==> config.mk <==
export PLATFORM = sky130hd
export DESIGN_NAME = ecc_scrub_ctrl_flat
export DESIGN_NICKNAME = d
export VERILOG_FILES = /design/src/rtl/ecc_scrub_pkg.sv /design/src/rtl/ecc_scrub_ctrl_if.sv /design/src/rtl/ecc_sat_cnt.sv /design/src/rtl/ecc_scrub_ctrl.sv /design/src/flat_wrapper.sv
export SDC_FILE = /design/constraint.sdc
export NUM_CORES = 1
export LEC_CHECK = 0
export CELL_PAD_IN_SITES_DETAIL_PLACEMENT = 1
export CELL_PAD_IN_SITES_GLOBAL_PLACEMENT = 2
export CORE_AREA = 2 2 184 186
export DETAILED_ROUTE_END_ITERATION = 7
export DIE_AREA = 0 0 186 188
export PLACE_DENSITY = 0.95
export SLEW_MARGIN = 20
export SYNTH_ARGS = -nofsm -noshare
export SYNTH_HDL_FRONTEND = slang
export SYNTH_HIERARCHICAL = 1
export SYNTH_SLANG_ARGS = --single-unit
==> constraint.sdc <==
create_clock -name clk -period 12.2 [get_ports clk]
set_input_delay 2.44 -clock clk [delete_from_list [all_inputs] [get_ports clk]]
set_output_delay 2.44 -clock clk [all_outputs]
set_load 0.01 [all_outputs]
==> src/rtl/ecc_scrub_pkg.sv <==
// ---------------------------------------------------------------------------
// ecc_scrub_pkg
// Shared definitions for the patrol-scrub controller:
//   - default widths for word addresses, error counters and the inter-read
//     interval
//   - the controller state encoding
// No ports; imported by the interface, the top and the counter sub-module.
// ---------------------------------------------------------------------------
package ecc_scrub_pkg;

    localparam int ADDR_W_DEF = 28;  // 64-bit word address width
    localparam int CNT_W_DEF  = 16;  // error counter width
    localparam int IVL_W_DEF  = 16;  // idle-interval width

    typedef enum logic [2:0] {
        ST_IDLE = 3'd0,   // disabled, cursor parked on cfg_base
        ST_WAIT = 3'd1,   // idle countdown between scrub reads
        ST_REQ  = 3'd2,   // scrub read offered to the arbiter
        ST_RSP  = 3'd3,   // waiting for the decoder result
        ST_WB   = 3'd4,   // corrected word offered for write-back
        ST_NEXT = 3'd5    // advance / wrap the cursor
    } scrub_state_e;

    // Largest value representable in a w-bit counter (saturation point).
    function automatic logic [63:0] all_ones(input int w);
        logic [63:0] v;
        v = '0;
        for (int i = 0; i < w; i++) begin
            v[i] = 1'b1;
        end
        return v;
    endfunction

endpackage

==> src/rtl/ecc_scrub_ctrl_if.sv <==
// ---------------------------------------------------------------------------
// ecc_scrub_ctrl_if
// Bus bundle between the scrub controller and the memory side (DRAM
// controller arbiter plus the SECDED decoder result path).
//   rd_req_valid/ready/addr          scrub read request channel
//   rd_rsp_valid/data/single/double  decoder result channel
//   wr_req_valid/ready/addr/data     corrected write-back channel
// Modports:
//   master - the scrub controller
//   slave  - the memory side (arbiter + decoder)
// ---------------------------------------------------------------------------
interface ecc_scrub_ctrl_if
    import ecc_scrub_pkg::*;
#(
    parameter int ADDR_W = ADDR_W_DEF
) ();

    logic              rd_req_valid;
    logic              rd_req_ready;
    logic [ADDR_W-1:0] rd_req_addr;

    logic              rd_rsp_valid;
    logic [63:0]       rd_rsp_data;
    logic              rd_rsp_single_err;
    logic              rd_rsp_double_err;

    logic              wr_req_valid;
    logic              wr_req_ready;
    logic [ADDR_W-1:0] wr_req_addr;
    logic [63:0]       wr_req_data;

    modport master (
        output rd_req_valid, rd_req_addr,
        input  rd_req_ready,
        input  rd_rsp_valid, rd_rsp_data, rd_rsp_single_err, rd_rsp_double_err,
        output wr_req_valid, wr_req_addr, wr_req_data,
        input  wr_req_ready
    );

    modport slave (
        input  rd_req_valid, rd_req_addr,
        output rd_req_ready,
        output rd_rsp_valid, rd_rsp_data, rd_rsp_single_err, rd_rsp_double_err,
        input  wr_req_valid, wr_req_addr, wr_req_data,
        output wr_req_ready
    );

endinterface

==> src/rtl/ecc_sat_cnt.sv <==
// ---------------------------------------------------------------------------
// ecc_sat_cnt
// Saturating up-counter used for the correctable / uncorrectable error
// tallies. Sticks at all-ones; only reset clears it.
// Ports:
//   clk    in   clock
//   rst    in   asynchronous active-high reset (count -> 0)
//   inc    in   count one event this cycle
//   count  out  W-bit saturating count
// ---------------------------------------------------------------------------
module ecc_sat_cnt #(
    parameter int W = 16
) (
    input  logic         clk,
    input  logic         rst,
    input  logic         inc,
    output logic [W-1:0] count
);

    logic [W-1:0] count_reg;

    always_ff @(posedge clk or posedge rst) begin
        if (rst) begin
            count_reg <= '0;
        end else if (inc && (count_reg != {W{1'b1}})) begin
            count_reg <= count_reg + 1'b1;
        end
    end

    assign count = count_reg;

endmodule

==> src/rtl/ecc_scrub_ctrl.sv <==
// ---------------------------------------------------------------------------
// ecc_scrub_ctrl
// Patrol-scrub and error-recovery controller for the 64+8 SECDED DRAM read
// path. Walks the word region [cfg_base, cfg_limit], one read at a time,
// with cfg_interval idle cycles between reads. Correctable results are
// written back so the memory controller re-encodes the check bits;
// uncorrectable results are counted, their address logged and an interrupt
// pulse raised.
// Ports:
//   clk, rst           clock, asynchronous active-high reset
//   cfg_en             scrub enable (level)
//   cfg_base/limit     inclusive word-address region
//   cfg_interval       idle cycles between scrub reads
//   bus (master)       read request, decoder response, write-back channels
//   ce_count/ue_count  saturating correctable / uncorrectable counts
//   ue_addr            address of the most recent uncorrectable error
//   ue_irq             one-cycle pulse per uncorrectable error
//   pass_done          one-cycle pulse when the cursor wraps to cfg_base
// ---------------------------------------------------------------------------
module ecc_scrub_ctrl
    import ecc_scrub_pkg::*;
#(
    parameter int ADDR_W = ADDR_W_DEF,
    parameter int CNT_W  = CNT_W_DEF,
    parameter int IVL_W  = IVL_W_DEF
) (
    input  logic              clk,
    input  logic              rst,

    input  logic              cfg_en,
    input  logic [ADDR_W-1:0] cfg_base,
    input  logic [ADDR_W-1:0] cfg_limit,
    input  logic [IVL_W-1:0]  cfg_interval,

    ecc_scrub_ctrl_if.master  bus,

    output logic [CNT_W-1:0]  ce_count,
    output logic [CNT_W-1:0]  ue_count,
    output logic [ADDR_W-1:0] ue_addr,
    output logic              ue_irq,
    output logic              pass_done
);

    // Index into the error-counter bank.
    localparam int CE_IDX = 0;
    localparam int UE_IDX = 1;

    scrub_state_e      state_reg,     state_next;
    logic [ADDR_W-1:0] cursor_reg,    cursor_next;
    logic [IVL_W-1:0]  countdown_reg, countdown_next;
    logic [ADDR_W-1:0] wb_addr_reg,   wb_addr_next;
    logic [63:0]       wb_data_reg,   wb_data_next;
    logic [ADDR_W-1:0] ue_addr_reg,   ue_addr_next;
    logic              ue_irq_reg,    ue_irq_next;
    logic              pass_done_reg, pass_done_next;

    logic [1:0]        err_inc;
    logic [CNT_W-1:0]  err_count [2];

    // -----------------------------------------------------------------------
    // State and datapath registers
    // -----------------------------------------------------------------------
    always_ff @(posedge clk or posedge rst) begin
        if (rst) begin
            state_reg     <= ST_IDLE;
            cursor_reg    <= '0;
            countdown_reg <= '0;
            wb_addr_reg   <= '0;
            wb_data_reg   <= '0;
            ue_addr_reg   <= '0;
            ue_irq_reg    <= 1'b0;
            pass_done_reg <= 1'b0;
        end else begin
            state_reg     <= state_next;
            cursor_reg    <= cursor_next;
            countdown_reg <= countdown_next;
            wb_addr_reg   <= wb_addr_next;
            wb_data_reg   <= wb_data_next;
            ue_addr_reg   <= ue_addr_next;
            ue_irq_reg    <= ue_irq_next;
            pass_done_reg <= pass_done_next;
        end
    end

    // -----------------------------------------------------------------------
    // Next-state and datapath logic
    // -----------------------------------------------------------------------
    always_comb begin
        state_next     = state_reg;
        cursor_next    = cursor_reg;
        countdown_next = countdown_reg;
        wb_addr_next   = wb_addr_reg;
        wb_data_next   = wb_data_reg;
        ue_addr_next   = ue_addr_reg;
        ue_irq_next    = 1'b0;
        pass_done_next = 1'b0;
        err_inc        = 2'b00;

        case (state_reg)
            ST_IDLE: begin
                // Parked on the region start so re-enabling always begins a
                // fresh pass.
                cursor_next = cfg_base;
                if (cfg_en) begin
                    state_next     = ST_WAIT;
                    countdown_next = cfg_interval;
                end
            end

            ST_WAIT: begin
                // Nothing is in flight here, so disable takes effect at once.
                if (!cfg_en) begin
                    state_next = ST_IDLE;
                end else if (countdown_reg == '0) begin
                    state_next = ST_REQ;
                end else begin
                    countdown_next = countdown_reg - 1'b1;
                end
            end

            ST_REQ: begin
                // Once offered, the read stays up until accepted even if
                // cfg_en drops.
                if (bus.rd_req_ready) begin
                    state_next = ST_RSP;
                end
            end

            ST_RSP: begin
                if (bus.rd_rsp_valid) begin
                    // Uncorrectable wins over correctable: the corrected data
                    // cannot be trusted, so nothing is written back.
                    if (bus.rd_rsp_double_err) begin
                        err_inc[UE_IDX] = 1'b1;
                        ue_irq_next     = 1'b1;
                        ue_addr_next    = cursor_reg;
                        state_next      = ST_NEXT;
                    end else if (bus.rd_rsp_single_err) begin
                        err_inc[CE_IDX] = 1'b1;
                        wb_addr_next    = cursor_reg;
                        wb_data_next    = bus.rd_rsp_data;
                        state_next      = ST_WB;
                    end else begin
                        state_next = ST_NEXT;
                    end
                end
            end

            ST_WB: begin
                if (bus.wr_req_ready) begin
                    state_next = ST_NEXT;
                end
            end

            ST_NEXT: begin
                // The >= test also covers base > limit: the cursor sits on
                // base, compares past the limit and wraps after every read.
                if (cursor_reg >= cfg_limit) begin
                    cursor_next    = cfg_base;
                    pass_done_next = 1'b1;
                end else begin
                    cursor_next = cursor_reg + 1'b1;
                end
                if (cfg_en) begin
                    state_next     = ST_WAIT;
                    countdown_next = cfg_interval;
                end else begin
                    state_next = ST_IDLE;
                end
            end

            default: begin
                state_next = ST_IDLE;
            end
        endcase
    end

    // -----------------------------------------------------------------------
    // Error counters: one saturating counter per error class
    // -----------------------------------------------------------------------
    generate
        for (genvar gi = 0; gi < 2; gi++) begin : g_err_cnt
            ecc_sat_cnt #(
                .W (CNT_W)
            ) u_cnt (
                .clk   (clk),
                .rst   (rst),
                .inc   (err_inc[gi]),
                .count (err_count[gi])
            );
        end
    endgenerate

    // -----------------------------------------------------------------------
    // Outputs: valids decode straight from the state register, payloads come
    // from registers that only move on handshake, so both stay stable while
    // the arbiter stalls.
    // -----------------------------------------------------------------------
    assign bus.rd_req_valid = (state_reg == ST_REQ);
    assign bus.rd_req_addr  = cursor_reg;
    assign bus.wr_req_valid = (state_reg == ST_WB);
    assign bus.wr_req_addr  = wb_addr_reg;
    assign bus.wr_req_data  = wb_data_reg;

    assign ce_count  = err_count[CE_IDX];
    assign ue_count  = err_count[UE_IDX];
    assign ue_addr   = ue_addr_reg;
    assign ue_irq    = ue_irq_reg;
    assign pass_done = pass_done_reg;

endmodule

==> src/flat_wrapper.sv <==
// flat-port wrapper written by rule: the top's interface ports become plain ports
module ecc_scrub_ctrl_flat import ecc_scrub_pkg::*;
#(
    parameter int ADDR_W = ADDR_W_DEF,
    parameter int CNT_W  = CNT_W_DEF,
    parameter int IVL_W  = IVL_W_DEF
)
  (clk, rst, cfg_en, cfg_base, cfg_limit, cfg_interval, ce_count, ue_count, ue_addr, ue_irq, pass_done, bus_rd_req_valid, bus_rd_req_addr, bus_rd_req_ready, bus_rd_rsp_valid, bus_rd_rsp_data, bus_rd_rsp_single_err, bus_rd_rsp_double_err, bus_wr_req_valid, bus_wr_req_addr, bus_wr_req_data, bus_wr_req_ready);
  ecc_scrub_ctrl_if #(.ADDR_W(ADDR_W)) bus_i ();
  input  logic clk;
  input  logic rst;
  input  logic cfg_en;
  input  logic [ADDR_W-1:0] cfg_base;
  input  logic [ADDR_W-1:0] cfg_limit;
  input  logic [IVL_W-1:0] cfg_interval;
  output logic [CNT_W-1:0] ce_count;
  output logic [CNT_W-1:0] ue_count;
  output logic [ADDR_W-1:0] ue_addr;
  output logic ue_irq;
  output logic pass_done;
  output wire logic [$bits(bus_i.rd_req_valid)-1:0] bus_rd_req_valid;
  output wire logic [$bits(bus_i.rd_req_addr)-1:0] bus_rd_req_addr;
  input wire logic [$bits(bus_i.rd_req_ready)-1:0] bus_rd_req_ready;
  input wire logic [$bits(bus_i.rd_rsp_valid)-1:0] bus_rd_rsp_valid;
  input wire logic [$bits(bus_i.rd_rsp_data)-1:0] bus_rd_rsp_data;
  input wire logic [$bits(bus_i.rd_rsp_single_err)-1:0] bus_rd_rsp_single_err;
  input wire logic [$bits(bus_i.rd_rsp_double_err)-1:0] bus_rd_rsp_double_err;
  output wire logic [$bits(bus_i.wr_req_valid)-1:0] bus_wr_req_valid;
  output wire logic [$bits(bus_i.wr_req_addr)-1:0] bus_wr_req_addr;
  output wire logic [$bits(bus_i.wr_req_data)-1:0] bus_wr_req_data;
  input wire logic [$bits(bus_i.wr_req_ready)-1:0] bus_wr_req_ready;
  assign bus_rd_req_valid = bus_i.rd_req_valid;
  assign bus_rd_req_addr = bus_i.rd_req_addr;
  assign bus_i.rd_req_ready = bus_rd_req_ready;
  assign bus_i.rd_rsp_valid = bus_rd_rsp_valid;
  assign bus_i.rd_rsp_data = bus_rd_rsp_data;
  assign bus_i.rd_rsp_single_err = bus_rd_rsp_single_err;
  assign bus_i.rd_rsp_double_err = bus_rd_rsp_double_err;
  assign bus_wr_req_valid = bus_i.wr_req_valid;
  assign bus_wr_req_addr = bus_i.wr_req_addr;
  assign bus_wr_req_data = bus_i.wr_req_data;
  assign bus_i.wr_req_ready = bus_wr_req_ready;
  ecc_scrub_ctrl #(.ADDR_W(ADDR_W), .CNT_W(CNT_W), .IVL_W(IVL_W)) u_core (.clk(clk), .rst(rst), .cfg_en(cfg_en), .cfg_base(cfg_base), .cfg_limit(cfg_limit), .cfg_interval(cfg_interval), .bus(bus_i), .ce_count(ce_count), .ue_count(ue_count), .ue_addr(ue_addr), .ue_irq(ue_irq), .pass_done(pass_done));
endmodule
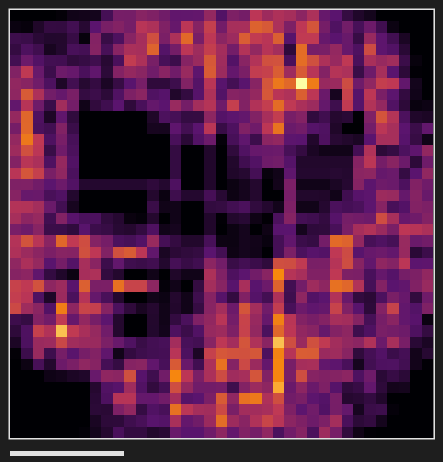
(signal metal coverage by tile)
The bar under the picture is 50 um long. The die is cut into 37 by 38 equal tiles; black is low, pale yellow is high, scaled to the fullest tile. Values are wire area over tile area, all layers added.
- fullest tile: 0.60
- nearly empty tiles: 13%
- tiles over half the peak: 9.7%

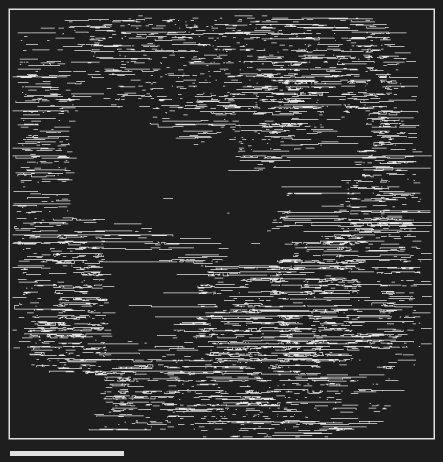
(metal 1)
The bar under the picture is 50 um long.
- wire length on this layer: 13500 um
- share of all routed wire: 40%
- longest straight run: 70.4 um
- nets with wire on the layer: 1265
- main direction: horizontal

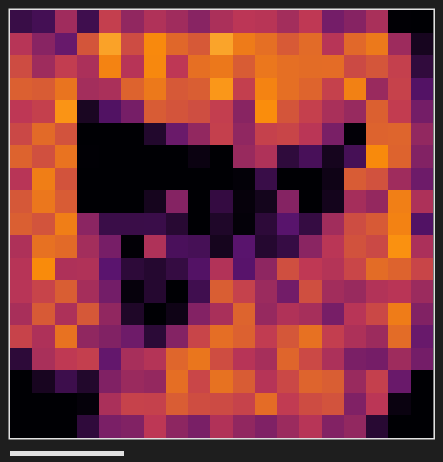
(placement density heat map)
The bar under the picture is 50 um long. The die is cut into 19 by 19 equal tiles; black is low, pale yellow is high, 0 to 100% covered.
- emptiest ninth of the die: center
- fullest tile: 80%
- densest ninth of the die: top center
- nearly empty tiles: 13%
- mean over tiles: 40%
- tiles over 75% full: 1.7%

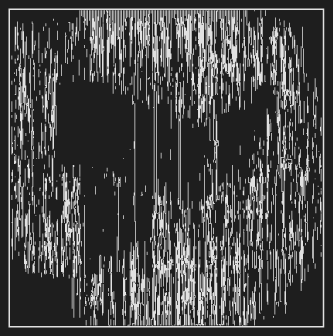
(metal 2)
- main direction: vertical
- share of all routed wire: 51%
- longest straight run: 85.2 um
- nets with wire on the layer: 1306
- wire length on this layer: 17200 um

==> flow_metrics.rpt <==
RUN METRICS
----------------------------------------------------
[Status]
  Result of the run ........................ finished clean

[Global routing]
  Overflow left after global routing ........................ 0
  Largest net degree at the start of global routing ........................ roughly 99
  Most heavily used metal layer in global routing ........................ met2
  GR Util met3 ........................ 4.51%
  Global routing usage summed across all routing layers ........................ 19.0%
  Initial antenna violation count ........................ 6

[Floorplan]
  Number of placed I/O pins ........................ roughly 330
  Die outline area ........................ 35000 um^2
  Std cell rows ........................ 67

[CTS]
  Hold buffer count at cts ........................ 0
  Sinks on the clock net ........................ 201
  TritonCTS buffer count ........................ 26
  Clock transition at path regs ........................ 0.06 ns

[Cells and area]
  Register Area ........................ a little over 5000 um^2
  Sequential share of cell area ........................ between 30% and 40%
  Total number of nets in the final design ........................ 1420
  Fraction of area in multi-input gates ........................ 31.0%
  Layout-stage area growth over the synthesis result ........................ 46.8%
  Final core utilization ........................ 43.5%
  FF+latch count ........................ about 200

[STA]
  Maximum achievable frequency ........................ ~0.19 GHz
  Worst hold slack ........................ 0.479 ns
  Clock period minus final worst setup slack ........................ 5.23 ns
  Setup repair after global routing missed its margin ........................ false
  Post-route clock period utilization ........................ a little over two fifths
  Final total negative setup slack ........................ 0 ns

[Detailed routing]
  Average wire per standard cell ........................ 19.6 um
  Detail-routed via count per cell ........................ 5.02
  Overall routed net length ........................ 33.5 mm
  Number of DRC violations after detailed-routing iteration 0 ........................ 383

[Synthesis]
  Top cells by count ........................ sky130_fd_sc_hd__dfrtp_1 (201), sky130_fd_sc_hd__nand2_1 (132), sky130_fd_sc_hd__mux2_2 (96), sky130_fd_sc_hd__a21oi_1 (46), sky130_fd_sc_hd__inv_1 (42)
  Ys async rst share ........................ 100%
  Count of flip-flops with a built-in enable after synthesis ........................ 0
  Syn_area_per_cell ........................ 10.7 um^2
  Gate Count Post-Synth ........................ 920
  Share of Yosys cell area claimed by the top area cell type ........................ 51.2%
  Warning count from the yosys run ........................ 6

[Flow run]
  Stage-log warning count ........................ 27

[Hold path]
  HP Class ........................ reg2reg

[Power]
  Switching power summed over all nets ........................ 1190 uW
  Power Clock ........................ 753 uW
  Power consumption ........................ 3310 uW
  Power in sequential cells ........................ 1200 uW
  Internal ........................ approximately 2100 uW

[Setup path]
  Endpoint kind of the worst setup timing path ........................ register
  Worst Path Max Fanout ........................ 19

[Placed design]
  Placed instance count ........................ 1663
  Total half-perimeter wirelength after legalization and detailed placement ........................ between 20 and 25 mm

----------------------------------------------------
cell families after synthesis:
logic type | Yosys count | synth area share [%]
buf+inv | 83 | 3.40
xor+xnor | 23 | 2.05
mux | 101 | 11.5
flops | 201 | 51.2
fa+ha+maj | 33 | 4.21
simple gates | 337 | 18.0
compound gates | 142 | 9.61
placed cells by master, fill, tap and decap left out, types with 30 or more instances in the layout:
cell	Yosys	final
sky130_fd_sc_hd__clkdlybuf4s50_1	0	327
sky130_fd_sc_hd__mux2_2	96	96
sky130_fd_sc_hd__a21oi_1	46	46
sky130_fd_sc_hd__nand2_1	132	132
sky130_fd_sc_hd__dfrtp_1	201	201
sky130_fd_sc_hd__inv_1	42	41
sky130_fd_sc_hd__ha_1	33	33
sky130_fd_sc_hd__nor2_1	39	38
sky130_fd_sc_hd__nand3_1	38	38
sky130_fd_sc_hd__o21ai_0	30	30
worst paths after layout:
kind | startpoint | endpoint | slack, ns | depth (start not counted)
setup / recovery | cfg_limit[0] | u_core/bus.rd_req_addr[17]$_DFFE_PP0P_ | 6.97 | 9
hold / removal | u_core/ue_addr[1]$_DFFE_PP0P_ | u_core/ue_addr[1]$_DFFE_PP0P_ | 0.48 | 2
setup reg to reg | u_core/bus.rd_req_addr[0]$_DFFE_PP0P_ | u_core/bus.rd_req_addr[17]$_DFFE_PP0P_ | 8.55 | 9
hold reg to reg | u_core/ue_addr[1]$_DFFE_PP0P_ | u_core/ue_addr[1]$_DFFE_PP0P_ | 0.48 | 2
max in group asynchronous | rst | u_core/ue_addr[6]$_DFFE_PP0P_ | 8.06 | 3
min in group asynchronous | rst | u_core/g_err_cnt[1].u_cnt/count[13]$_DFFE_PP0P_ | 2.47 | 2
Power figures rest on the tool's default switching activity, not on a simulated workload.
